==> run_1/final_congestion.png <==
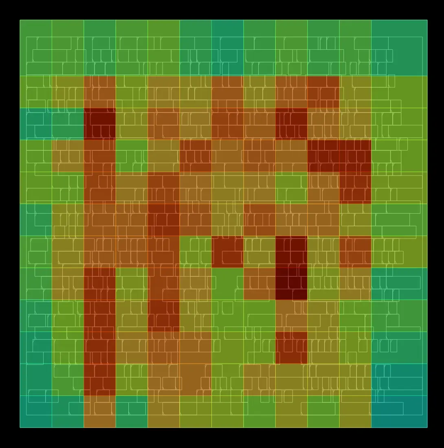
==> run_1/density.png <==
9 x 9 tiles, from black (low) to pale yellow (high), 0 to 100% covered.
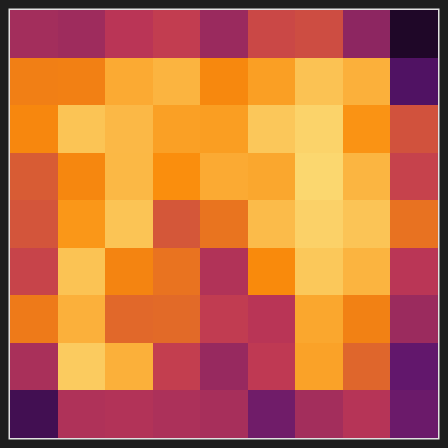
==> run_1/registers.png <==
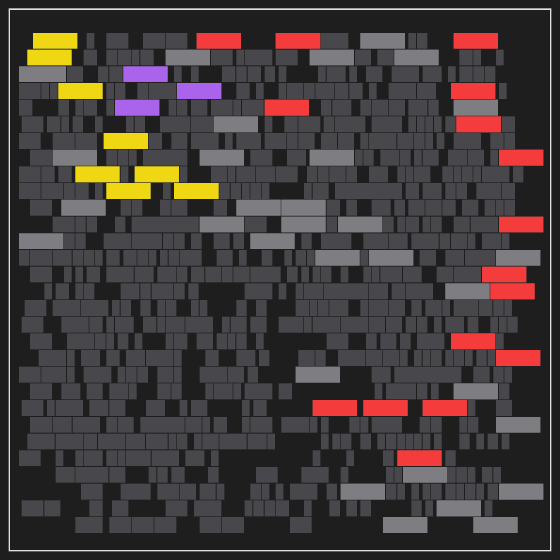
==> config.mk <==
export PLATFORM = sky130hd
export DESIGN_NAME = alu_seq
export DESIGN_NICKNAME = d
export VERILOG_FILES = /design/src/rtl/alu_seq.sv
export SDC_FILE = /design/constraint.sdc
export NUM_CORES = 1
export LEC_CHECK = 0
export ABC_AREA = 0
export CAP_MARGIN = 40
export CORE_UTILIZATION = 60
export CTS_CLUSTER_SIZE = 14
export DETAILED_ROUTE_END_ITERATION = 8
export PLACE_DENSITY_LB_ADDON = 0.2
export SLEW_MARGIN = 10
export SYNTH_ARGS = -nofsm -noshare
export SYNTH_HDL_FRONTEND = slang
export SYNTH_SLANG_ARGS = --single-unit
==> constraint.sdc <==
create_clock -name CLK -period 8 [get_ports CLK]
set_input_delay 2.4 -clock CLK [delete_from_list [all_inputs] [get_ports CLK]]
set_output_delay 2.4 -clock CLK [all_outputs]
set_load 0.02 [all_outputs]
==> src/rtl/alu_seq.sv <==
// Registered WIDTH-bit ALU with a flag register, a shift-and-add multiplier and a
// START/BUSY/DONE handshake. The result drives the shared bus only while EO is high.
module alu_seq #(
    parameter int unsigned WIDTH = 8
) (
    input  logic             CLK,
    input  logic             CLR,
    input  logic [WIDTH-1:0] A,
    input  logic [WIDTH-1:0] B,
    input  logic [2:0]       OP,
    input  logic             START,
    input  logic             FI,
    input  logic             EO,
    output logic [WIDTH-1:0] BUS,
    output logic             BUS_EN,
    output logic             CF,
    output logic             ZF,
    output logic             NF,
    output logic             VF,
    output logic             BUSY,
    output logic             DONE
);

    localparam int unsigned CW = (WIDTH > 1) ? $clog2(WIDTH) : 1;

    typedef enum logic [2:0] {
        OP_ADD = 3'b000,
        OP_SUB = 3'b001,
        OP_AND = 3'b010,
        OP_OR  = 3'b011,
        OP_XOR = 3'b100,
        OP_SHL = 3'b101,
        OP_SHR = 3'b110,
        OP_MUL = 3'b111
    } op_t;

    typedef enum logic {
        IDLE,
        MUL
    } state_t;

    state_t             state, state_nxt;
    logic [WIDTH-1:0]   r, r_nxt;
    logic               cf, cf_nxt;
    logic               zf, zf_nxt;
    logic               nf, nf_nxt;
    logic               vf, vf_nxt;
    logic               done, done_nxt;
    logic [CW-1:0]      cnt, cnt_nxt;
    logic [2*WIDTH-1:0] mcand, mcand_nxt;
    logic [WIDTH-1:0]   mplier, mplier_nxt;
    logic [2*WIDTH-1:0] acc, acc_nxt;
    logic               fi_mul, fi_mul_nxt;

    op_t                op;
    logic [WIDTH-1:0]   b_eff;
    logic               cin;
    logic [WIDTH:0]     sum;
    logic [WIDTH-1:0]   alu_r;
    logic               alu_c;
    logic               alu_v;
    logic [2*WIDTH-1:0] step_acc;
    logic               last_step;

    // Single-cycle datapath; SUB reuses the adder as A + ~B + 1.
    always_comb begin
        op    = op_t'(OP);
        b_eff = (op == OP_SUB) ? ~B : B;
        cin   = (op == OP_SUB);
        sum   = {1'b0, A} + {1'b0, b_eff} + {{WIDTH{1'b0}}, cin};
        alu_r = '0;
        alu_c = 1'b0;
        alu_v = 1'b0;
        unique case (op)
            OP_ADD, OP_SUB: begin
                alu_r = sum[WIDTH-1:0];
                alu_c = sum[WIDTH];
                alu_v = (A[WIDTH-1] == b_eff[WIDTH-1]) &&
                        (sum[WIDTH-1] != A[WIDTH-1]);
            end
            OP_AND: alu_r = A & B;
            OP_OR:  alu_r = A | B;
            OP_XOR: alu_r = A ^ B;
            OP_SHL: begin
                alu_r = {A[WIDTH-2:0], 1'b0};
                alu_c = A[WIDTH-1];
            end
            OP_SHR: begin
                alu_r = {1'b0, A[WIDTH-1:1]};
                alu_c = A[0];
            end
            OP_MUL: begin
                alu_r = '0;
            end
            default: begin
                alu_r = '0;
            end
        endcase
    end

    // One shift-and-add step over the full double-width product.
    always_comb begin
        step_acc  = mplier[0] ? (acc + mcand) : acc;
        last_step = (cnt == CW'(WIDTH - 1));
    end

    always_comb begin
        state_nxt  = state;
        r_nxt      = r;
        cf_nxt     = cf;
        zf_nxt     = zf;
        nf_nxt     = nf;
        vf_nxt     = vf;
        done_nxt   = 1'b0;
        cnt_nxt    = cnt;
        mcand_nxt  = mcand;
        mplier_nxt = mplier;
        acc_nxt    = acc;
        fi_mul_nxt = fi_mul;

        unique case (state)
            IDLE: begin
                if (START) begin
                    if (op == OP_MUL) begin
                        state_nxt  = MUL;
                        mcand_nxt  = {{WIDTH{1'b0}}, A};
                        mplier_nxt = B;
                        acc_nxt    = '0;
                        cnt_nxt    = '0;
                        fi_mul_nxt = FI;
                    end else begin
                        r_nxt    = alu_r;
                        done_nxt = 1'b1;
                        if (FI) begin
                            cf_nxt = alu_c;
                            zf_nxt = (alu_r == '0);
                            nf_nxt = alu_r[WIDTH-1];
                            vf_nxt = alu_v;
                        end
                    end
                end
            end
            MUL: begin
                acc_nxt    = step_acc;
                mcand_nxt  = mcand << 1;
                mplier_nxt = mplier >> 1;
                cnt_nxt    = cnt + CW'(1);
                if (last_step) begin
                    state_nxt = IDLE;
                    r_nxt     = step_acc[WIDTH-1:0];
                    done_nxt  = 1'b1;
                    if (fi_mul) begin
                        cf_nxt = |step_acc[2*WIDTH-1:WIDTH];
                        zf_nxt = (step_acc[WIDTH-1:0] == '0);
                        nf_nxt = step_acc[WIDTH-1];
                        vf_nxt = 1'b0;
                    end
                end
            end
            default: begin
                state_nxt = IDLE;
            end
        endcase
    end

    always_ff @(posedge CLK) begin
        if (CLR) begin
            state  <= IDLE;
            r      <= '0;
            cf     <= 1'b0;
            zf     <= 1'b0;
            nf     <= 1'b0;
            vf     <= 1'b0;
            done   <= 1'b0;
            cnt    <= '0;
            mcand  <= '0;
            mplier <= '0;
            acc    <= '0;
            fi_mul <= 1'b0;
        end else begin
            state  <= state_nxt;
            r      <= r_nxt;
            cf     <= cf_nxt;
            zf     <= zf_nxt;
            nf     <= nf_nxt;
            vf     <= vf_nxt;
            done   <= done_nxt;
            cnt    <= cnt_nxt;
            mcand  <= mcand_nxt;
            mplier <= mplier_nxt;
            acc    <= acc_nxt;
            fi_mul <= fi_mul_nxt;
        end
    end

    always_comb begin
        BUS    = EO ? r : '0;
        BUS_EN = EO;
        CF     = cf;
        ZF     = zf;
        NF     = nf;
        VF     = vf;
        BUSY   = (state == MUL);
        DONE   = done;
    end

endmodule

==> Slide: Implementation Results, run 1 <==
Flow Results at a Glance

Logic synthesis
  – Top cells by count, synth: 97 x nor2_1, 88 x a21oi_1, 58 x dfxtp_1
  – Synth mux share: about 4%
  – Adder share: 12.5%
  – Dominant combinational family: AND-OR/OR-AND gates
  – Synthesized netlist cell count: around 600
  – Synth Flop Type: dfxtp_1
  – YS chip area: 4440 µm²
  – Post-synth ARST share: 0%
  – Syn Area/Cell: 7.47 µm²
  – Flops & latches, synth: between 50 and 60
  – Simple share: 21.7%

Finish
  – Ant diodes: 0
  – Nets: a little under 700
  – Cell area after layout: 5090 µm²
  – Flops: a little under 60
  – Mi-comb count: ~470
  – Flop area: roughly 1200 µm²
  – Clk_buf instances: 9
  – Largest class: combinational gates
  – Comb area share: between 50% and 60%
  – Non-clock buffer total of the final layout: ~45
  – Layout cells sized above 1: under 10%
  – Most numerous logic cells after layout: 97 x nor2_1, 88 x a21oi_1, 57 x dfxtp_1
  – Area grow syn2layout: 14.8%
  – Largest regs: acc (16), mcand (16)
  – Data buffer area share: 8.65%

Floorplanning
  – Chip area: 7740 µm²
  – Die height: 88.0 µm
  – FP Core Util: between 60 and 70%
  – Die W: approximately 90 µm
  – # IOs: 39

Routing
  – DR WL met2: about 5.2 mm
  – DR vias/cell: just over 6
  – Initial detailed-routing violation count: 314
  – DR WL/cell: between 15 and 20 µm
  – Routed wl met3: 838 µm
  – WL met1: ~5.4 mm
  – DR vias: 4339
  – DRC violations left: 0

Placed design
  – Hpwl dp: 8.27 mm
  – Post-placement cell count: between 600 and 700
  – Post-DP Area: 4840 µm²
  – Number of port buffers: 38

Setup path
  – FF-to-FF setup slack: about 5200 ps
  – Crit path to: BUS[7]
  – Worst R2R Path Depth: 10
  – Buf/Inv on CP: 2
  – Setup crit start: EO
  – Crit-path slowest cell: clkdlybuf4s50_1
  – Critical Path RT: 5600 ps
  – Crit path kind: in -> out
  – Critical Path Start Type: input port
  – Worst-path maximum fanout: 9
  – CP Cell Sequence: clkdlybuf4s50_1 -> and2_1 -> clkdlybuf4s50_1

Run
  – Log Warnings: 35

Timing
  – Final period utilization: 77.1%
  – Max Clk Rate: ~0.16 GHz
  – Post-route setup TNS: 0 ps
  – Least-Margin Pin Slew: around 900 ps
  – Worst setup margin: 1830 ps
  – Setup violations, final: 0
  – Max Slew Vio Count: 0
  – WHS: approximately 480 ps

Clocking
  – Clk root buf: clkbuf_8
  – Post-cts resize count: 0
  – Reg clk slew, reported paths: roughly 70 ps
  – Maximum root-to-sink buffer count: 2
  – CTS Buf Count: 9
  – # H-tree levels: 3
  – Postcts setup bufs: 0
  – Late-Pin Clk Latency: 350 ps

Power and ir drop
  – Peak supply drop: 110 µV
  – Int Pwr: between 0.5 and 0.6 mW
  – Net Sw Frac: ~29%
  – Power per Cell Area: 157 nW/µm²
  – Pwr Total: between 0.7 and 0.8 mW
  – Clock Power: around 0.35 mW
  – NetSw: ~0.23 mW
  – Pwr top: the clock network

GRT
  – Number of global-route vias before repair: ~4k
  – First-pass GRT wire length: between 15 and 20 mm
  – GR Util met2: a little under half

Worst hold path
  – Hold path cells: 2

Run status
  – Outcome: completed
About final_congestion.png:
gr usage total: 31.3%
Top Usage Layer GRT: met2
utilization after layout: 72.9%
met1 GRT Util: 44.3%
GR Util met3: 5.94%

About density.png:
fullest tile: 91%
mean over tiles: 64%
emptiest ninth of the die: bottom center

About registers.png:
| color | signal | sequential cells |
|---|---|---|
| yellow | `r` | 8 |
| purple | `cnt` | 3 |
| red | `mcand` | 16 |
not colored: 31
Seq area share: 22.8%
Seq group: 0.301 mW

==> run_1/drive_strength.png <==
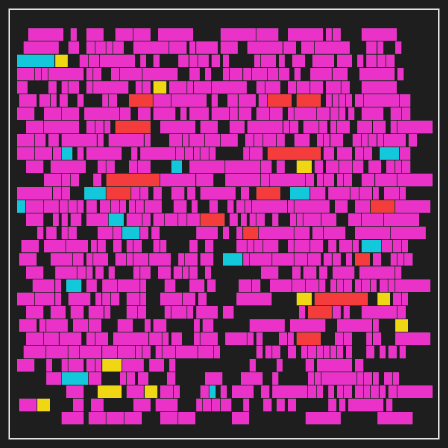

## Run 2: what changed since run 1
Settings changed: CORE_UTILIZATION 60 to 53.
Clock period 8 ns to 5.3 ns, I/O delays scaled along.
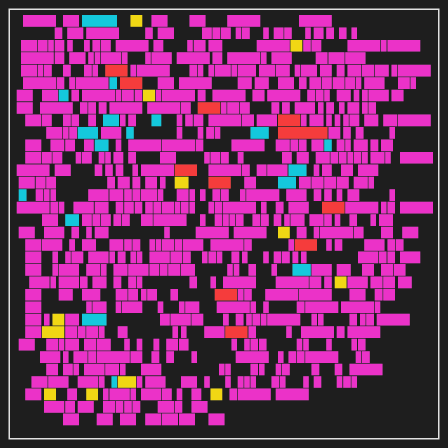
(run_2/drive_strength.png)
| color | size | cells |
|---|---|---|
| cyan | drive 2 | 17 |
| yellow | drive 3 to 4 | 12 |
| magenta | drive 1 or less | 581 |
| red | drive 6 and up | 11 |

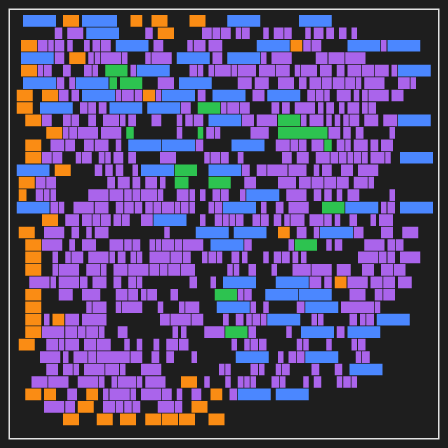
(run_2/cell_classes.png)
| color | class | cells | share of their area |
|---|---|---|---|
| green | clock drivers and dummy loads | 16 | 4.0% |
| orange | other buffers and delay cells | 47 | 9.0% |
| blue | flip-flops | 58 | 24% |
| purple | all other logic | 500 | 63% |
utilization after layout: 61.8%
Seq area share: 23.0%
Row Count: 33

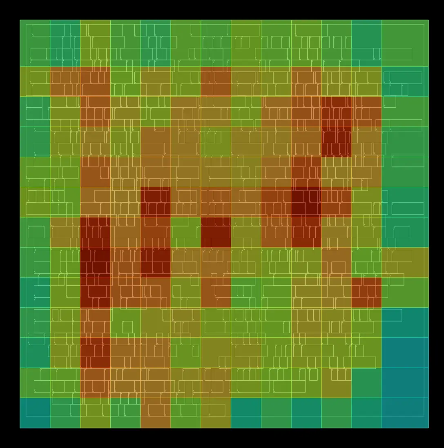
(run_2/final_congestion.png)
GR Util met2: 43.9%
GR Util met3: 3.58%

==> Slide: Implementation Results, run 2 <==
Flow Results at a Glance

Run status
  – Outcome: completed

Logic synthesis
  – Synthesized netlist cell count: just under 600
  – Synth mux share: between 4 and 5%
  – Post-synth ARST share: 0%
  – Top cells by count, synth: 97 x nor2_1, 88 x a21oi_1, 58 x dfxtp_1
  – Simple share: 21.7%
  – Syn Area/Cell: 7.47 µm²
  – Adder share: approximately 12%
  – Flops & latches, synth: just under 60

Setup path
  – Setup crit start: OP[2]
  – Crit-path slowest cell: nor2_1
  – Crit path kind: in -> reg
  – Critical Path Start Type: input port
  – Worst-path maximum fanout: 7
  – Crit path to: ZF
  – Buf/Inv on CP: 1
  – Critical Path RT: 5560 ps
  – CP Cell Sequence: clkdlybuf4s50_1 -> nand2b_1 -> nor2_1 -> xnor2_1 -> fa_1 -> a21o_1 -> a21oi_1 -> xnor2_1 -> a221oi_1 -> nand3_1 -> nor4_1 -> nand3_1 -> o21ai_1

Routing
  – Routed wl met3: 633 µm
  – WL met1: 5.81 mm
  – DR vias/cell: about 6.0
  – DR WL/cell: around 16 µm
  – DR vias: between 4k and 5k
  – Initial detailed-routing violation count: about 300
  – DRC violations left: 0

Finish
  – Most numerous logic cells after layout: 97 x nor2_1, 88 x a21oi_1, 57 x dfxtp_1
  – Flop area: between 1000 and 1500 µm²
  – Data buffer area share: 8.77%
  – Area grow syn2layout: 13.9%
  – Layout cells sized above 1: under 10%
  – Flops: 58
  – Comb area share: approximately three fifths
  – Largest class: combinational gates
  – Mi-comb count: ~470

Power and ir drop
  – Power per Cell Area: about 220 nW/µm²
  – Seq group: between 0.4 and 0.5 mW
  – Pwr top: sequential cells
  – Net Sw Frac: approximately 30%
  – Clock Power: around 0.42 mW
  – Pwr Total: around 1.1 mW

GRT
  – First-pass GRT wire length: slightly below 20 mm
  – Gr usage total: between 20% and 30%

Timing
  – Max Slew Vio Count: 0
  – Final period utilization: 86.4%
  – Max Clk Rate: approximately 0.22 GHz
  – Post-route setup TNS: 0 ps
  – Setup violations, final: 0
  – Worst setup margin: 723 ps

Run
  – Log Warnings: 35

Clocking
  – Maximum root-to-sink buffer count: 2
  – CTS Buf Count: 9
  – Postcts setup bufs: 0
  – # H-tree levels: 3

Worst hold path
  – Hold path cells: 2

Floorplanning
  – Chip area: roughly 8700 µm²
  – # IOs: 39
  – Die W: around 93 µm
  – FP Core Util: roughly 54%
## Run 3: what changed since run 2
Settings changed: CTS_CLUSTER_SIZE 14 to not set, TNS_END_PERCENT set to 1.
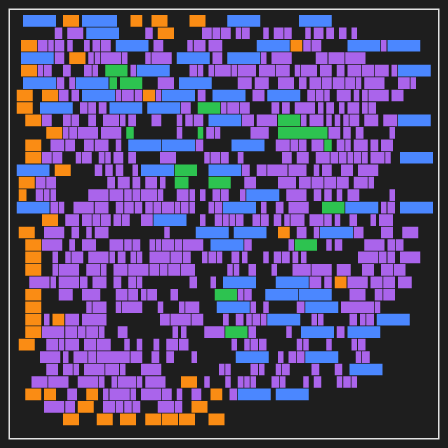
(run_3/cell_classes.png)
| color | class | cells | share of their area |
|---|---|---|---|
| purple | all other logic | 500 | 63% |
| orange | other buffers and delay cells | 47 | 9.0% |
| green | clock drivers and dummy loads | 16 | 4.0% |
| blue | flip-flops | 58 | 24% |
cell area after layout: 5050 µm²
Core Region: 8180 µm²

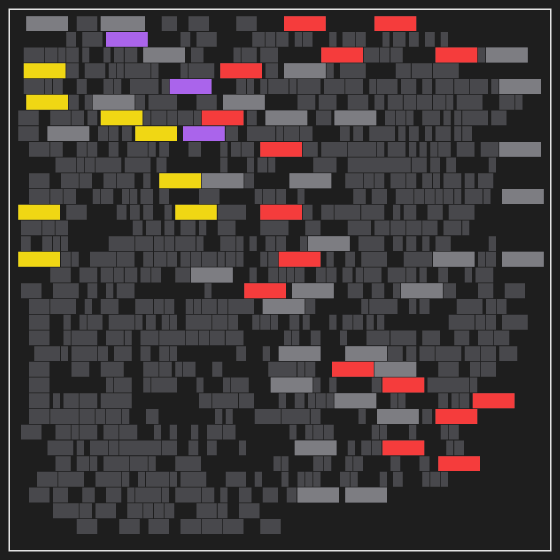
(run_3/registers.png)
| color | signal | sequential cells |
|---|---|---|
| yellow | `r` | 8 |
| red | `mcand` | 16 |
| purple | `cnt` | 3 |
not colored: 31

==> Slide: Implementation Results, run 3 <==
Flow Results at a Glance

Run status
  – Outcome: completed

Routing
  – DRC violations left: 0
  – WL met1: 5.81 mm
  – DR WL/cell: roughly 16 µm
  – DR vias: between 4k and 5k
  – Initial detailed-routing violation count: 296
  – Routed wl met3: between 600 and 700 µm
  – DR vias/cell: about 6.0
  – DR WL met2: 5.31 mm

Finish
  – Clk_buf instances: 11
  – Flop area: about 1200 µm²
  – Most numerous logic cells after layout: 97 x nor2_1, 88 x a21oi_1, 57 x dfxtp_1
  – Utilization after layout: about three fifths
  – Nets: 683
  – Layout cells sized above 1: under 10%
  – Seq area share: between 20% and 30%
  – Ant diodes: 0
  – Comb area share: between 50% and 60%

Floorplanning
  – FP Core Util: between 50% and 60%
  – Chip area: a little under 9000 µm²
  – Row Count: 33
  – Die W: a little over 90 µm
  – # IOs: 39
  – Die height: 93.5 µm

Timing
  – Post-route setup TNS: 0 ps
  – Worst setup margin: 723 ps
  – Final period utilization: 86.4%
  – Setup violations, final: 0
  – WHS: around 450 ps
  – Least-Margin Pin Slew: approximately 740 ps
  – Max Slew Vio Count: 0
  – Max Clk Rate: 0.218 GHz

Power and ir drop
  – Pwr Total: roughly 1.1 mW
  – Int Pwr: just under 0.8 mW
  – Net Sw Frac: around 30%
  – Peak supply drop: about 160 µV
  – Clock Power: roughly 0.42 mW
  – Pwr top: sequential cells

Clocking
  – # H-tree levels: 3
  – Reg clk slew, reported paths: roughly 70 ps
  – Maximum root-to-sink buffer count: 2
  – CTS Buf Count: 9
  – Late-Pin Clk Latency: between 300 and 400 ps
  – Postcts setup bufs: 0

Setup path
  – Buf/Inv on CP: 1
  – Critical Path Start Type: input port
  – Crit path kind: in -> reg
  – CP Cell Sequence: clkdlybuf4s50_1 -> nand2b_1 -> nor2_1 -> xnor2_1 -> fa_1 -> a21o_1 -> a21oi_1 -> xnor2_1 -> a221oi_1 -> nand3_1 -> nor4_1 -> nand3_1 -> o21ai_1
  – Critical Path RT: around 5600 ps
  – Setup crit start: OP[2]
  – Crit-path slowest cell: nor2_1
  – Crit path to: ZF

Logic synthesis
  – YS chip area: approximately 4400 µm²
  – Adder share: 12.5%
  – Syn Area/Cell: 7.47 µm²
  – Simple share: a little over a fifth
  – Synth mux share: under 10%
  – Flops & latches, synth: just under 60
  – Synth Flop Type: dfxtp_1
  – Top cells by count, synth: 97 x nor2_1, 88 x a21oi_1, 58 x dfxtp_1
  – Dominant combinational family: AND-OR/OR-AND gates

Placed design
  – Hpwl dp: 8.59 mm
  – Post-placement cell count: roughly 710

GRT
  – Number of global-route vias before repair: between 3k and 4k
  – Top Usage Layer GRT: met2
  – First-pass GRT wire length: ~19 mm
  – Gr usage total: 28.2%

Run
  – Log Warnings: 35

Worst hold path
  – Hold path cells: 2
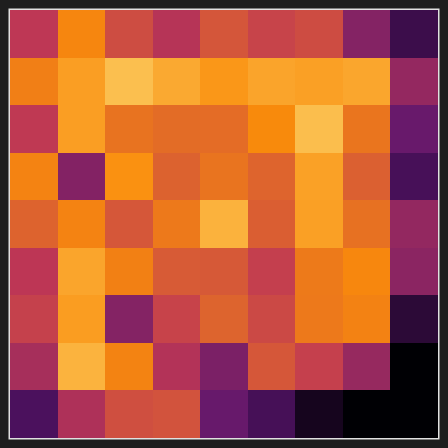
(run_3/density.png)
9 x 9 tiles, from black (low) to pale yellow (high), 0 to 100% covered.
fullest tile: 86%
tiles over 75% full: 20%
emptiest ninth of the die: lower right
nearly empty tiles: 3.7%

No activity file was given, so power comes from the tool's default toggle rates.
